<file path="src/rtl/mmu_pkg.sv">
// Shared types for the instruction-side MMU.
// Entry layout and byte-order helper used by the queue and the top.
package mmu_pkg;

   localparam int ISIZE = 128;
   localparam int PAW = 56;

   typedef enum logic [1:0] {
      D_IDLE,
      D_RESP,
      D_MISS_REQ,
      D_MISS_WAIT
   } demand_state_t;

   typedef enum logic {
      PF_IDLE,
      PF_WAIT
   } pf_state_t;

   typedef struct packed {
      logic [PAW-1:0]   tag;
      logic [ISIZE-1:0] data;
   } fetch_entry_t;

   function automatic logic [ISIZE-1:0] byteswap(input logic [ISIZE-1:0] d);
      return {<<8{d}};
   endfunction

endpackage

</file>
<file path="src/rtl/fetch_queue.sv">
// Tagged circular FIFO holding prefetched cache lines.
// Push and pop may coincide, including when full.
module fetch_queue
   import mmu_pkg::*;
#(
   parameter int DEPTH = 4
) (
   input  logic                   clk,
   input  logic                   rst_n,
   input  logic                   push,
   input  fetch_entry_t           entry,
   input  logic                   pop,
   input  logic                   flush,
   output fetch_entry_t           head,
   output logic                   valid,
   output logic [$clog2(DEPTH):0] count
);

   localparam int AW = $clog2(DEPTH);

   fetch_entry_t   mem [DEPTH];
   logic [AW-1:0]  wr;
   logic [AW-1:0]  rd;
   logic           do_push;
   logic           do_pop;

   assign valid   = count != '0;
   assign head    = mem[rd];
   assign do_pop  = pop && valid;
   assign do_push = push && ((count != (AW+1)'(DEPTH)) || do_pop);

   always_ff @(posedge clk) begin
      if (do_push && !flush)
         mem[wr] <= entry;
   end

   always_ff @(posedge clk) begin
      if (!rst_n || flush) begin
         wr    <= '0;
         rd    <= '0;
         count <= '0;
      end else begin
         if (do_push)
            wr <= wr + 1'b1;
         if (do_pop)
            rd <= rd + 1'b1;
         count <= count + {{AW{1'b0}}, do_push} - {{AW{1'b0}}, do_pop};
      end
   end

endmodule

</file>
<file path="src/rtl/prefetch_immu.sv">
// Instruction-side MMU: fetch address check, sequential prefetch
// queue, shared cache port and big-endian bundle formatting.
module prefetch_immu
   import mmu_pkg::*;
#(
   parameter int INSTRUCTIONSIZE = ISIZE,
   parameter int PADDRWIDTH      = PAW,
   parameter int DEPTH           = 4,
   parameter int PAGEBYTES       = 4096,
   parameter bit BIGENDIAN       = 1'b1
) (
   input  logic                       clk,
   input  logic                       rst_n,
   input  logic [63:0]                address,
   input  logic                       doFetch,
   output logic [INSTRUCTIONSIZE-1:0] instruction,
   output logic                       doneFetch,
   output logic                       fetchFault,
   output logic [PADDRWIDTH-1:0]      cacheAddress,
   output logic                       cacheReq,
   input  logic                       cacheAck,
   input  logic [INSTRUCTIONSIZE-1:0] cacheData
);

   localparam int BYTES = INSTRUCTIONSIZE / 8;
   localparam int OFFW  = $clog2(BYTES);
   localparam int PGW   = $clog2(PAGEBYTES);
   localparam int CW    = $clog2(DEPTH) + 1;

   demand_state_t           dstate;
   pf_state_t               pstate;
   logic                    d_req;
   logic                    pf_req;
   logic [PADDRWIDTH-1:0]   d_addr;
   logic [PADDRWIDTH-1:0]   pf_addr;
   logic [PADDRWIDTH:0]     pf_ptr;
   logic                    pf_en;
   logic                    pf_drop;
   logic [PADDRWIDTH-1:PGW] last_page;

   fetch_entry_t            q_head;
   fetch_entry_t            q_in;
   logic                    q_valid;
   logic [CW-1:0]           q_count;

   logic sample;
   logic fault;
   logic hit;
   logic flush;
   logic pop;
   logic push;
   logic miss_ack;
   logic same_page;
   logic pf_issue;

   function automatic logic [INSTRUCTIONSIZE-1:0] fmt(
      input logic [INSTRUCTIONSIZE-1:0] d
   );
      return BIGENDIAN ? byteswap(d) : d;
   endfunction

   assign fault = (address[63:PADDRWIDTH] != '0) ||
                  (address[OFFW-1:0] != '0);
   assign hit   = q_valid && (q_head.tag == address[PADDRWIDTH-1:0]);

   assign sample   = (dstate == D_IDLE) && doFetch;
   assign flush    = sample && (fault || !hit);
   assign pop      = sample && !fault && hit;
   assign miss_ack = (dstate == D_MISS_WAIT) && cacheAck;

   // Flush beats a same-cycle prefetch ack: the line is dropped.
   assign push = (pstate == PF_WAIT) && cacheAck && !pf_drop && !flush;
   assign q_in = '{tag: pf_addr, data: cacheData};

   assign same_page = pf_ptr[PADDRWIDTH-1:PGW] == last_page;
   assign pf_issue  = (pstate == PF_IDLE) && pf_en && !flush &&
                      (dstate != D_MISS_REQ) &&
                      (dstate != D_MISS_WAIT) &&
                      (q_count < CW'(DEPTH)) &&
                      !pf_ptr[PADDRWIDTH] && same_page;

   assign cacheReq     = d_req | pf_req;
   assign cacheAddress = pf_req ? pf_addr : d_addr;

   fetch_queue #(
      .DEPTH(DEPTH)
   ) u_queue (
      .clk   (clk),
      .rst_n (rst_n),
      .push  (push),
      .entry (q_in),
      .pop   (pop),
      .flush (flush),
      .head  (q_head),
      .valid (q_valid),
      .count (q_count)
   );

   always_ff @(posedge clk) begin
      if (!rst_n) begin
         dstate      <= D_IDLE;
         d_req       <= 1'b0;
         d_addr      <= '0;
         doneFetch   <= 1'b0;
         fetchFault  <= 1'b0;
         instruction <= '0;
      end else begin
         unique case (dstate)
            D_IDLE: begin
               if (doFetch) begin
                  if (fault) begin
                     doneFetch   <= 1'b1;
                     fetchFault  <= 1'b1;
                     instruction <= '0;
                     dstate      <= D_RESP;
                  end else if (hit) begin
                     doneFetch   <= 1'b1;
                     instruction <= fmt(q_head.data);
                     dstate      <= D_RESP;
                  end else begin
                     dstate <= D_MISS_REQ;
                  end
               end
            end
            D_MISS_REQ: begin
               // Let an in-flight prefetch drain before taking the port.
               if (pstate == PF_IDLE) begin
                  d_req  <= 1'b1;
                  d_addr <= address[PADDRWIDTH-1:0];
                  dstate <= D_MISS_WAIT;
               end
            end
            D_MISS_WAIT: begin
               if (cacheAck) begin
                  d_req       <= 1'b0;
                  doneFetch   <= 1'b1;
                  instruction <= fmt(cacheData);
                  dstate      <= D_RESP;
               end
            end
            D_RESP: begin
               doneFetch  <= 1'b0;
               fetchFault <= 1'b0;
               dstate     <= D_IDLE;
            end
            default: dstate <= D_IDLE;
         endcase
      end
   end

   always_ff @(posedge clk) begin
      if (!rst_n) begin
         pstate    <= PF_IDLE;
         pf_req    <= 1'b0;
         pf_addr   <= '0;
         pf_ptr    <= '0;
         pf_en     <= 1'b0;
         pf_drop   <= 1'b0;
         last_page <= '0;
      end else begin
         if (sample && !fault)
            last_page <= address[PADDRWIDTH-1:PGW];
         if (miss_ack) begin
            pf_ptr <= {1'b0, d_addr} + (PADDRWIDTH+1)'(BYTES);
            pf_en  <= 1'b1;
         end else if (flush) begin
            pf_en <= 1'b0;
         end
         unique case (pstate)
            PF_IDLE: begin
               if (pf_issue) begin
                  pf_req  <= 1'b1;
                  pf_addr <= pf_ptr[PADDRWIDTH-1:0];
                  pf_drop <= 1'b0;
                  pstate  <= PF_WAIT;
               end
            end
            PF_WAIT: begin
               if (flush)
                  pf_drop <= 1'b1;
               if (cacheAck) begin
                  pf_req <= 1'b0;
                  pstate <= PF_IDLE;
                  if (push)
                     pf_ptr <= pf_ptr + (PADDRWIDTH+1)'(BYTES);
               end
            end
            default: pstate <= PF_IDLE;
         endcase
      end
   end

endmodule

</file>
<file path="config.mk">
export PLATFORM = sky130hd
export DESIGN_NAME = prefetch_immu
export DESIGN_NICKNAME = d
export VERILOG_FILES = /design/src/rtl/mmu_pkg.sv /design/src/rtl/fetch_queue.sv /design/src/rtl/prefetch_immu.sv
export SDC_FILE = /design/constraint.sdc
export NUM_CORES = 1
export LEC_CHECK = 0
export ABC_CLOCK_PERIOD_IN_PS = 10950
export CORE_UTILIZATION = 50
export CTS_CLUSTER_SIZE = 20
export DETAILED_ROUTE_END_ITERATION = 12
export PLACE_DENSITY = 0.66
export SYNTH_ARGS = -nofsm -noshare
export SYNTH_HDL_FRONTEND = slang
export SYNTH_SLANG_ARGS = --single-unit
</file>
<file path="constraint.sdc">
create_clock -name clk -period 10.95 [get_ports clk]
set_clock_uncertainty 0.2 [all_clocks]
set_input_delay 2.7375 -clock clk [delete_from_list [all_inputs] [get_ports clk]]
set_output_delay 2.7375 -clock clk [all_outputs]
set_load 0.05 [all_outputs]
</file>
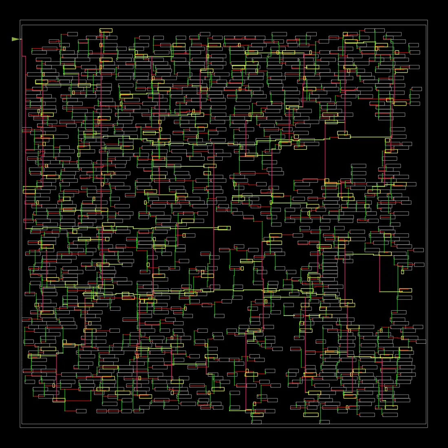
**Above:** clock wiring as the flow saved it.
Worst-Skew Late Latency: 0.69 ns
clk sink count: 1095
final-layout clock buffer total: 154

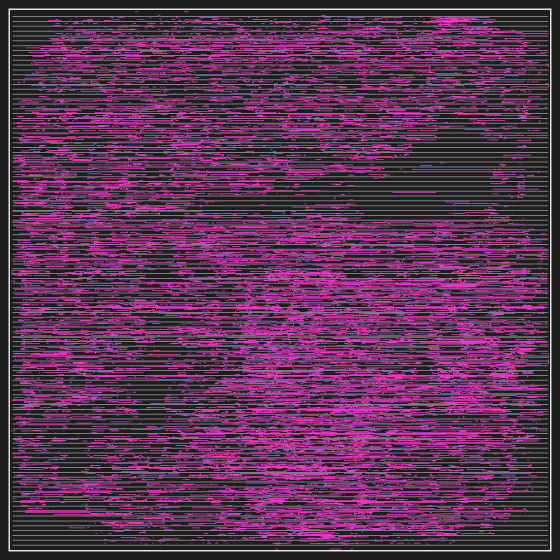
**Above:** signal wires on met1.
Supply wires on this layer in gray.
share of all routed wire: 41%
main direction: horizontal
longest straight run: 76.4 um
wire length on this layer: 51.7 mm
final WL: 126000 um
via count: 29900
met1 usage: 37.2%

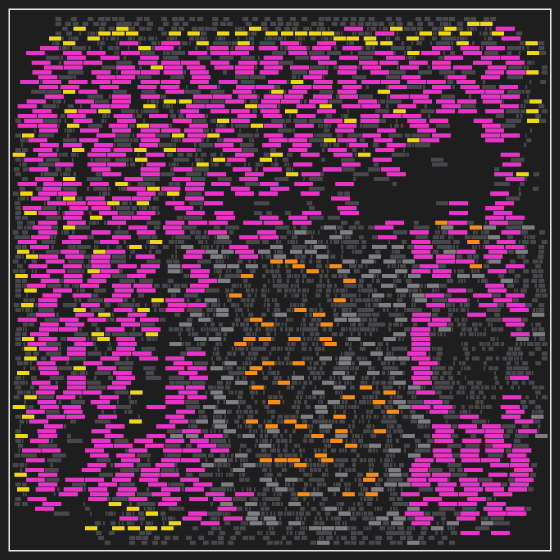
**Above:** sequential cells colored by netlist name.
[orange] `pf_ptr` | placed flops: 57
[yellow] `instruction` | placed flops: 128 | where: all over the die
[magenta] `u_queue.mem` | placed flops: 736 | where: all over the die
sequential cell area: 29300 um2
sequential cell power: 0.00444 W
Final Util: 60.3%
sequential share of cell area: 54.6%

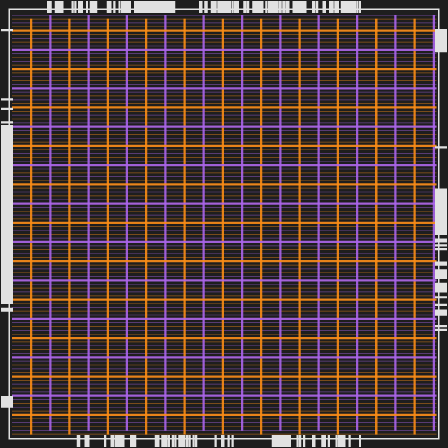
**Above:** floorplan with the power grid.
Pins as bars on the die edge.
[orange] VSS
[purple] VDD
met1 rails: 110
met4 straps: 22
met5 straps: 21
rows: 109

==> results.txt <==
status - finished clean
family with the most delay on the worst path - simple AND/OR/NAND/NOR gates
leak pwr - 16.7 nW
Fin. Hold Viols - 0
quantity of I/O buffers inserted on ports - 382
dominant logic cell types in the final layout - edfxtp_1, nand2_1, clkdlybuf4s50_1
# H-tree levels - 3
Mapped Avg Cell Area - 13.4 um2
Core Region - 89100 um2
antenna-violating nets left - 0
final setup vio count - 0
number of global-route vias before repair - 29000
FILL cells - 6948
critical path's largest stage delay - 0.93 ns
Site Rows - 109
Dominant Register Cell - edfxtp_1
Rel. slew slack - 24.8%
P_comb - 0.000405 W
Post-Syn Area - 45300 um2
post-synthesis sequential area ratio - 64.7%
busiest grt layer - met2
fin crit period - 7.64 ns
RePlAce Congestion - 0.939
die area - 91800 um2
yosys warns - 0
first-pass GRT wire length - 186000 um
fmax - 131 MHz
Max rail drop VDD - 145 uV
CTS tree - yes
Net Switching - 0.00188 W
PwrDens - 161 nW/um2
Net Sw Frac - 21.8%
CTS clk-pin slew, worst paths - 0.07 ns
met2 Use GR - 42.7%
critical path class - input port to register
CTS Hold Bufs - 0
## flip-flops by register name, indices dropped and copies added (netlist names), named ones only
| signal | flops |
|---|---|
| u_queue.rd | 2 |
| pf_req | 1 |
| pf_en | 1 |
| last_page | 44 |
| pf_drop | 1 |
| u_queue.mem | 736 |
| d_req | 1 |
| pf_ptr | 57 |
| instruction | 128 |
| pstate | 1 |
| dstate | 2 |
| d_addr | 56 |
| pf_addr | 56 |
| u_queue.count | 3 |
| fetchFault | 1 |
| u_queue.wr | 2 |
| doneFetch | 1 |
## layer usage
layer	vias up	routed length, um
li1	13400	-
met1	15000	51700
met2	1247	59100
met3	228	11200
met4	14	3860
met5	-	91
## layout make-up
class / count / area, um2 / area share (%)
flip-flops and latches: 1095 / 29300 / 54.6
multi-input cells: 1995 / 14900 / 27.7
repair buffers: 420 / 4220 / 7.86
clock buffers: 154 / 3020 / 5.62
well taps: 1165 / 1460 / 2.72
clock inverters: 56 / 616 / 1.15
inverters: 47 / 184 / 0.343
diodes: 5 / 12.5 / 0.0233
## synth_stat cells, types with 6 or more instances
library cell / count / area, um2
o21ai_0: 29 / 145
nand4_1: 40 / 250
nand2b_1: 15 / 93.8
nand3_1: 167 / 836
ha_1: 8 / 100
a211o_1: 6 / 52.6
o32a_1: 7 / 70.1
mux2i_1: 102 / 1020
buf_6: 7 / 78.8
a311oi_1: 131 / 1150
buf_1: 8 / 30.0
xor2_1: 55 / 482
and2_1: 14 / 87.6
mux4_2: 166 / 3740
buf_2: 53 / 265
dfxtp_1: 359 / 7190
and3_1: 24 / 150
a31oi_1: 11 / 68.8
inv_1: 45 / 169
nor4_1: 25 / 156
nor3_1: 26 / 130
a22oi_1: 9 / 67.6
a2bb2oi_1: 6 / 52.6
o2111ai_1: 8 / 70.1
a21oi_1: 148 / 741
o21a_1: 7 / 52.6
a211oi_1: 12 / 90.1
o21ai_1: 13 / 65.1
nor2_1: 265 / 995
xnor2_1: 69 / 604
or3_1: 13 / 81.3
nand2_1: 436 / 1640
edfxtp_1: 736 / 22100
mux2_2: 59 / 664
o22ai_1: 10 / 62.6
clkbuf_1: 158 / 593
and4_1: 8 / 70.1
## metrics by stage
| step | area, um2 | instances |
|---|---|---|
| 2_1_floorplan | 45300 | 3368 |
| 3_3_place_gp | 50000 | 4722 |
| 3_5_place_dp | 50000 | 4722 |
| 4_1_cts | 53700 | 4932 |
| 5_1_grt | 53700 | 4936 |
| 6_report | 53700 | 4937 |
## final timing paths
path	startpoint	endpoint	slack, ns
max	address[3]	u_queue.mem[0][140]	3.31
min	pf_ptr[3]	pf_ptr[3]	0.25
max reg2reg	register	u_queue.mem[0][140]	3.90
min reg2reg	pf_ptr[3]	pf_ptr[3]	0.25
## kinds of logic (layout without fill, tap and decap cells)
logic type               Yosys count  count (layout)  share of synthesized area, %
buffers and inverters            278             677                          2.61
AND/OR/NAND/NOR                 1059            1059                          10.5
multiplexers                     329             329                          12.0
AND-OR/OR-AND                    474             474                          7.55
XOR/XNOR                         124             124                          2.40
adder cells (fa/ha/maj)            9               9                         0.265
flip-flops                      1095            1095                          64.7
other                              0               5                             0
Power and IR drop assume default switching activity.
